--- src/rtl/coproc_bridge_pkg.sv ---
// rtl/coproc_bridge_pkg.sv - shared constants and types for the coprocessor bridge
package coproc_bridge_pkg;

  localparam logic [2:0] OP_CLEAR = 3'd0;
  localparam logic [2:0] OP_LOAD  = 3'd1;
  localparam logic [2:0] OP_START = 3'd2;
  localparam logic [2:0] OP_POP   = 3'd3;

  localparam logic [1:0] RSEL_STATUS = 2'd0;
  localparam logic [1:0] RSEL_HEAD   = 2'd1;
  localparam logic [1:0] RSEL_INCNT  = 2'd2;
  localparam logic [1:0] RSEL_PARAM  = 2'd3;

  typedef enum logic [1:0] {
    ST_IDLE = 2'd0,
    ST_FEED = 2'd1,
    ST_WAIT = 2'd2,
    ST_DONE = 2'd3
  } state_t;

  localparam int STAT_BUSY      = 0;
  localparam int STAT_DONE      = 1;
  localparam int STAT_TO_ERR    = 2;
  localparam int STAT_OVF_ERR   = 3;
  localparam int STAT_START_ERR = 4;
  localparam int STAT_RES_EMPTY = 5;
  localparam int STAT_RES_FULL  = 6;
  localparam int STAT_CNT_LSB   = 8;

endpackage

--- src/rtl/coproc_bridge_fifo.sv ---
// rtl/coproc_bridge_fifo.sv - small synchronous FIFO used for job and result words
module bridge_fifo #(
  parameter int WIDTH = 16,
  parameter int DEPTH = 4,
  localparam int AW = $clog2(DEPTH),
  localparam int CW = $clog2(DEPTH) + 1
) (
  input  logic             clk,
  input  logic             rstn,
  input  logic             push,
  input  logic             pop,
  input  logic             clear,
  input  logic [WIDTH-1:0] din,
  output logic [WIDTH-1:0] head,
  output logic [CW-1:0]    count,
  output logic             full,
  output logic             empty
);

  logic [WIDTH-1:0] mem [DEPTH];
  logic [AW-1:0]    wr_ptr;
  logic [AW-1:0]    rd_ptr;
  logic             do_push;
  logic             do_pop;

  assign full    = (count == CW'(DEPTH));
  assign empty   = (count == '0);
  assign do_push = push & ~full & ~clear;
  assign do_pop  = pop & ~empty & ~clear;
  assign head    = empty ? '0 : mem[rd_ptr];

  // Storage array; contents are meaningless while the count says empty, so no reset.
  always_ff @(posedge clk) begin
    if (do_push) mem[wr_ptr] <= din;
  end

  // Pointers and occupancy; clear wins over any same-cycle push or pop.
  always_ff @(posedge clk or negedge rstn) begin
    if (!rstn) begin
      wr_ptr <= '0;
      rd_ptr <= '0;
      count  <= '0;
    end else if (clear) begin
      wr_ptr <= '0;
      rd_ptr <= '0;
      count  <= '0;
    end else begin
      if (do_push) wr_ptr <= wr_ptr + AW'(1);
      if (do_pop)  rd_ptr <= rd_ptr + AW'(1);
      if (do_push && !do_pop)      count <= count + CW'(1);
      else if (do_pop && !do_push) count <= count - CW'(1);
    end
  end

endmodule

--- src/rtl/coproc_bridge.sv ---
// rtl/coproc_bridge.sv - PIO host to streaming coprocessor job bridge
module coproc_bridge
  import coproc_bridge_pkg::*;
#(
  parameter int DATA_W  = 16,
  parameter int NWORDS  = 4,
  parameter int TIMEOUT = 1024
) (
  input  logic              clk,
  input  logic              rstn,
  input  logic              host_stb,
  input  logic [2:0]        host_op,
  input  logic [31:0]       host_wdata,
  input  logic [1:0]        host_rsel,
  output logic [31:0]       host_rdata,
  input  logic              cp_ready,
  output logic              cp_in_valid,
  output logic [DATA_W-1:0] cp_in_data,
  input  logic              cp_out_valid,
  input  logic [DATA_W-1:0] cp_out_data
);

  localparam int CNT_W = $clog2(NWORDS) + 1;
  localparam int TMO_W = $clog2(TIMEOUT);
  localparam logic [7:0] DW8 = 8'(DATA_W);
  localparam logic [7:0] NW8 = 8'(NWORDS);

  state_t state, next_state;

  logic              stb_q;
  logic              stb_edge;
  logic              cmd_clear, cmd_load, cmd_start, cmd_pop;
  logic              in_push, in_pop, res_push, res_clr;
  logic              set_ovf, set_start_err, set_to;
  logic              ovf_err, start_err, to_err;
  logic [CNT_W-1:0]  rx_cnt;
  logic [TMO_W-1:0]  tmo_cnt;
  logic [DATA_W-1:0] in_head, res_head;
  logic [CNT_W-1:0]  in_count, res_count;
  logic              in_full, in_empty, res_full, res_empty;
  logic [31:0]       status;
  logic              unused_wdata;

  assign unused_wdata = ^host_wdata;

  assign stb_edge  = host_stb & ~stb_q;
  assign cmd_clear = stb_edge & (host_op == OP_CLEAR);
  assign cmd_load  = stb_edge & (host_op == OP_LOAD);
  assign cmd_start = stb_edge & (host_op == OP_START);
  assign cmd_pop   = stb_edge & (host_op == OP_POP);

  bridge_fifo #(.WIDTH(DATA_W), .DEPTH(NWORDS)) u_in_fifo (
    .clk   (clk),
    .rstn  (rstn),
    .push  (in_push),
    .pop   (in_pop),
    .clear (cmd_clear),
    .din   (host_wdata[DATA_W-1:0]),
    .head  (in_head),
    .count (in_count),
    .full  (in_full),
    .empty (in_empty)
  );

  bridge_fifo #(.WIDTH(DATA_W), .DEPTH(NWORDS)) u_res_fifo (
    .clk   (clk),
    .rstn  (rstn),
    .push  (res_push),
    .pop   (cmd_pop),
    .clear (res_clr),
    .din   (cp_out_data),
    .head  (res_head),
    .count (res_count),
    .full  (res_full),
    .empty (res_empty)
  );

  // Strobe history so a held strobe only fires one command.
  always_ff @(posedge clk or negedge rstn) begin
    if (!rstn) stb_q <= 1'b0;
    else       stb_q <= host_stb;
  end

  // Job state register.
  always_ff @(posedge clk or negedge rstn) begin
    if (!rstn) state <= ST_IDLE;
    else       state <= next_state;
  end

  // Next-state decode plus the buffer strobes and error-set pulses it implies.
  always_comb begin
    next_state    = state;
    in_push       = 1'b0;
    in_pop        = 1'b0;
    res_push      = 1'b0;
    res_clr       = 1'b0;
    cp_in_valid   = 1'b0;
    set_ovf       = 1'b0;
    set_start_err = 1'b0;
    set_to        = 1'b0;
    case (state)
      ST_IDLE, ST_DONE: begin
        if (cmd_load) begin
          if (in_full) set_ovf = 1'b1;
          else         in_push = 1'b1;
        end
        if (cmd_start) begin
          if (in_count == CNT_W'(NWORDS)) begin
            res_clr    = 1'b1;
            next_state = ST_FEED;
          end else begin
            set_start_err = 1'b1;
          end
        end
      end
      ST_FEED: begin
        if (cp_ready && !in_empty) begin
          cp_in_valid = 1'b1;
          in_pop      = 1'b1;
          if (in_count == CNT_W'(1)) next_state = ST_WAIT;
        end
      end
      ST_WAIT: begin
        res_push = cp_out_valid;
        if (cp_out_valid && rx_cnt == CNT_W'(NWORDS - 1)) begin
          next_state = ST_DONE;
        end else if (tmo_cnt == TMO_W'(TIMEOUT - 1)) begin
          set_to     = 1'b1;
          next_state = ST_DONE;
        end
      end
      default: next_state = ST_IDLE;
    endcase
    if (cmd_clear) begin
      next_state = ST_IDLE;
      in_push    = 1'b0;
      res_push   = 1'b0;
      res_clr    = 1'b1;
      set_ovf    = 1'b0;
      set_to     = 1'b0;
    end
  end

  assign cp_in_data = (state == ST_FEED) ? in_head : '0;

  // Result and timeout counters; both restart from zero on each entry to WAIT.
  always_ff @(posedge clk or negedge rstn) begin
    if (!rstn) begin
      rx_cnt  <= '0;
      tmo_cnt <= '0;
    end else if (cmd_clear || state != ST_WAIT || next_state != ST_WAIT) begin
      rx_cnt  <= '0;
      tmo_cnt <= '0;
    end else begin
      tmo_cnt <= tmo_cnt + TMO_W'(1);
      if (res_push) rx_cnt <= rx_cnt + CNT_W'(1);
    end
  end

  // Sticky error flags, only cleared by CLEAR or reset.
  always_ff @(posedge clk or negedge rstn) begin
    if (!rstn) begin
      ovf_err   <= 1'b0;
      start_err <= 1'b0;
      to_err    <= 1'b0;
    end else if (cmd_clear) begin
      ovf_err   <= 1'b0;
      start_err <= 1'b0;
      to_err    <= 1'b0;
    end else begin
      if (set_ovf)       ovf_err   <= 1'b1;
      if (set_start_err) start_err <= 1'b1;
      if (set_to)        to_err    <= 1'b1;
    end
  end

  // Status word assembly.
  always_comb begin
    status                                = '0;
    status[STAT_BUSY]                     = (state == ST_FEED) || (state == ST_WAIT);
    status[STAT_DONE]                     = (state == ST_DONE);
    status[STAT_TO_ERR]                   = to_err;
    status[STAT_OVF_ERR]                  = ovf_err;
    status[STAT_START_ERR]                = start_err;
    status[STAT_RES_EMPTY]                = res_empty;
    status[STAT_RES_FULL]                 = res_full;
    status[STAT_CNT_LSB+7:STAT_CNT_LSB]   = 8'(res_count);
  end

  // Registered host read mux.
  always_ff @(posedge clk or negedge rstn) begin
    if (!rstn) begin
      host_rdata <= '0;
    end else begin
      case (host_rsel)
        RSEL_STATUS: host_rdata <= status;
        RSEL_HEAD:   host_rdata <= 32'(res_head);
        RSEL_INCNT:  host_rdata <= 32'(in_count);
        default:     host_rdata <= {DW8, NW8, 16'h0000};
      endcase
    end
  end

endmodule

--- config.mk ---
export PLATFORM = sky130hd
export DESIGN_NAME = coproc_bridge
export DESIGN_NICKNAME = d
export VERILOG_FILES = /design/src/rtl/coproc_bridge_pkg.sv /design/src/rtl/coproc_bridge_fifo.sv /design/src/rtl/coproc_bridge.sv
export SDC_FILE = /design/constraint.sdc
export NUM_CORES = 1
export LEC_CHECK = 0
export ABC_CLOCK_PERIOD_IN_PS = 3550
export CORE_AREA = 2 2 119 121
export CTS_BUF_LIST = sky130_fd_sc_hd__clkbuf_4 sky130_fd_sc_hd__clkbuf_8
export DETAILED_ROUTE_END_ITERATION = 12
export DIE_AREA = 0 0 121 123
export PLACE_DENSITY = 0.81
export SYNTH_ARGS = -nofsm -noshare
export SYNTH_HDL_FRONTEND = slang
export SYNTH_SLANG_ARGS = --single-unit
--- constraint.sdc ---
create_clock -name clk -period 3.55 [get_ports clk]
set_clock_uncertainty 0.2 [all_clocks]
set_input_delay 0.71 -clock clk [delete_from_list [all_inputs] [get_ports clk]]
set_output_delay 0.71 -clock clk [all_outputs]
set_load 0.01 [all_outputs]
Where the registers sit:
Other sequential cells in the stronger gray, the rest of the logic in the fainter gray.
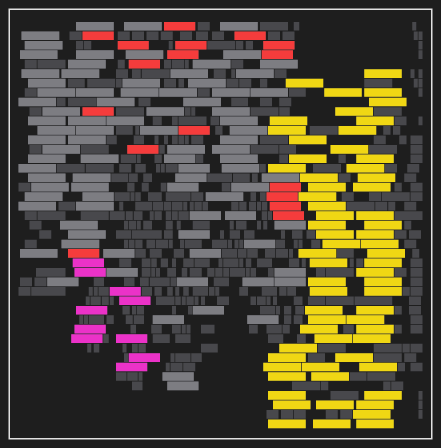
| color | signal | flops |
|---|---|---|
| red | host_rdata | 17 |
| magenta | tmo_cnt | 10 |
| yellow | u_in_fifo.mem | 64 |
not colored: 87

Track usage over the die:
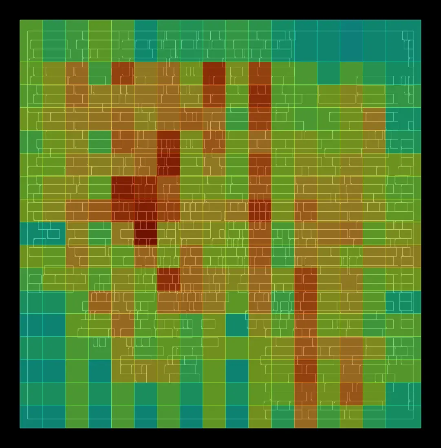
gr usage total: 0.196
Final Util: 0.650
Avg WL per Cell: 18.0 microns
met2 Use GR: 0.341
met1 Use GR: 0.237

==> flow_metrics.py <==
# Auto-generated metrics
metrics = {
    "synthesis": {
        "ff_type": "edfxtp_1",
        "ys_seq_share": 0.679,
    },
    "placement": {
        "place_inst": 717,
        "port_buffers": 76,
        "dp_hpwl_mm": 9.21,
    },
    "worst_setup_path": {
        "endpoint": "cp_in_data[3]",
        "r2r_start": "state[0]$_DFF_PN0_",
        "worstPathRequired_ns": 2.64,
        "crit_start": "u_in_fifo.count[0]$_DFFE_PN0P_",
    },
    "cts": {
        "cts_tree": "built",
        "path_clk_slew_ns": 0.09,
        "clock_path_buffers": 2,
    },
    "floorplan": {
        "pin_count": 107,
        "core_area_sq_um": 13600,
        "placementRows": 43,
    },
    "worst_hold_path": {
        "hp-class": "input pin to async pin",
    },
    "outcome": {
        "outcome": "finished clean",
    },
    "power": {
        "power.internal_uw": 3830,
        "peakVddDrop_mv": 0.409,
        "netSwitchingFraction": 0.300,
    },
    "sta": {
        "fin_ws_ns": 0.289,
        "finalSetupViolations": 0,
    },
    "final_layout": {
        "fill_cells": 940,
    },
}
Met2 routing:
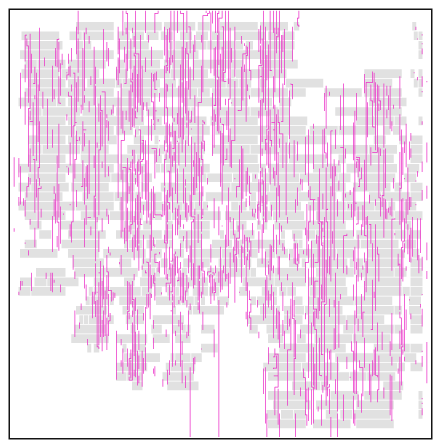
share of all routed wire: 53%
longest straight run: 40.1 microns
wire length on this layer: 7160 microns
Routed WL: 13.5 mm
vias: 4122

metrics by stage:
| step | utilization | hold WS, ns | power, uW |
|---|---|---|---|
| 2_1_floorplan | - | 0.214 | 3650 |
| 3_3_place_gp | 0.622 | 0.265 | 4190 |
| 3_5_place_dp | 0.622 | 0.276 | 4240 |
| 4_1_cts | 0.650 | 0.111 | 5520 |
| 5_1_grt | 0.650 | 0.143 | 5770 |
| 6_report | 0.650 | 0.121 | 5470 |
power groups by stage:
stage          sequential (uW)  clock, uW  combinational [uW]
2_1_floorplan             2530          0                1120
3_5_place_dp              2610          0                1640
3_3_place_gp              2590          0                1600
4_1_cts                   2560       1320                1640
6_report                  2560       1290                1620
5_1_grt                   2590       1400                1780
worst max-delay path, cell delays in order, from the launching register on:
cell and delay (ns):
dfrtp_1 0.45, inv_1 0.09, ha_1 0.26, inv_1 0.10, o21ai_1 0.07, buf_4 0.21
nor2b_1 0.15, clkdlybuf4s50_1 0.56
synthesized netlist by cell type, types with 2 or more instances:
cell type	n	share of area
mux4_2	32	0.096
buf_4	16	0.016
o21ai_0	4	0.0027
nor3_2	2	0.0027
dfrtp_1	50	0.17
a31oi_1	3	0.0025
a21oi_1	10	0.0067
ha_1	18	0.030
and3_1	11	0.0092
nor3b_1	2	0.0020
buf_2	9	0.0060
clkbuf_1	8	0.0040
xor2_1	5	0.0058
a2bb2oi_1	2	0.0023
nor2b_1	22	0.018
and2_1	13	0.011
a211oi_1	2	0.0020
nor3_1	8	0.0053
xnor2_1	10	0.012
nand3_1	7	0.0047
nor2_1	34	0.017
o21ai_1	5	0.0033
mux2i_1	3	0.0040
edfxtp_1	128	0.51
a21boi_1	2	0.0020
inv_1	15	0.0075
nand2_1	16	0.0080
nor4b_4	2	0.0063
or3_1	2	0.0017
worst min-delay path by stage:
stage,from,endpoint,slack [ns],cells past startpoint
6_report,rstn,host_rdata[18]$_DFF_PN0_,0.12,1
5_1_grt,rstn,host_rdata[18]$_DFF_PN0_,0.14,1
3_5_place_dp,tmo_cnt[0]$_DFF_PN0_,tmo_cnt[0]$_DFF_PN0_,0.28,1
2_1_floorplan,rstn,host_rdata[0]$_DFF_PN0_,0.21,0
3_3_place_gp,tmo_cnt[0]$_DFF_PN0_,tmo_cnt[0]$_DFF_PN0_,0.26,1
4_1_cts,rstn,host_rdata[18]$_DFF_PN0_,0.11,1
flip-flops by register name (all words and copies together), names as in the netlist, 3 cells and up:
| name | cells |
|---|---|
| rx_cnt | 3 |
| u_res_fifo.mem | 64 |
| u_in_fifo.count | 3 |
| u_res_fifo.count | 3 |
| host_rdata | 17 |
| u_in_fifo.mem | 64 |
| tmo_cnt | 10 |
cells by family (layout without fill, tap and decap cells):
logic type	after synthesis	after routing	synth area share
flip-flops	178	178	0.679
AND/OR/NAND/NOR	127	127	0.0985
multiplexers	35	35	0.100
XOR/XNOR	15	15	0.0175
buffers and inverters	51	142	0.0362
other	1	14	0.000500
AND-OR/OR-AND	39	39	0.0357
adder cells (fa/ha/maj)	19	19	0.0327
metal layers:
metal	up-vias	part of all wire
li1	1885	-
met1	2089	0.39
met2	133	0.53
met3	15	0.058
met4	0	0.016
met5	-	0
No activity file was given, so power comes from the tool's default toggle rates.
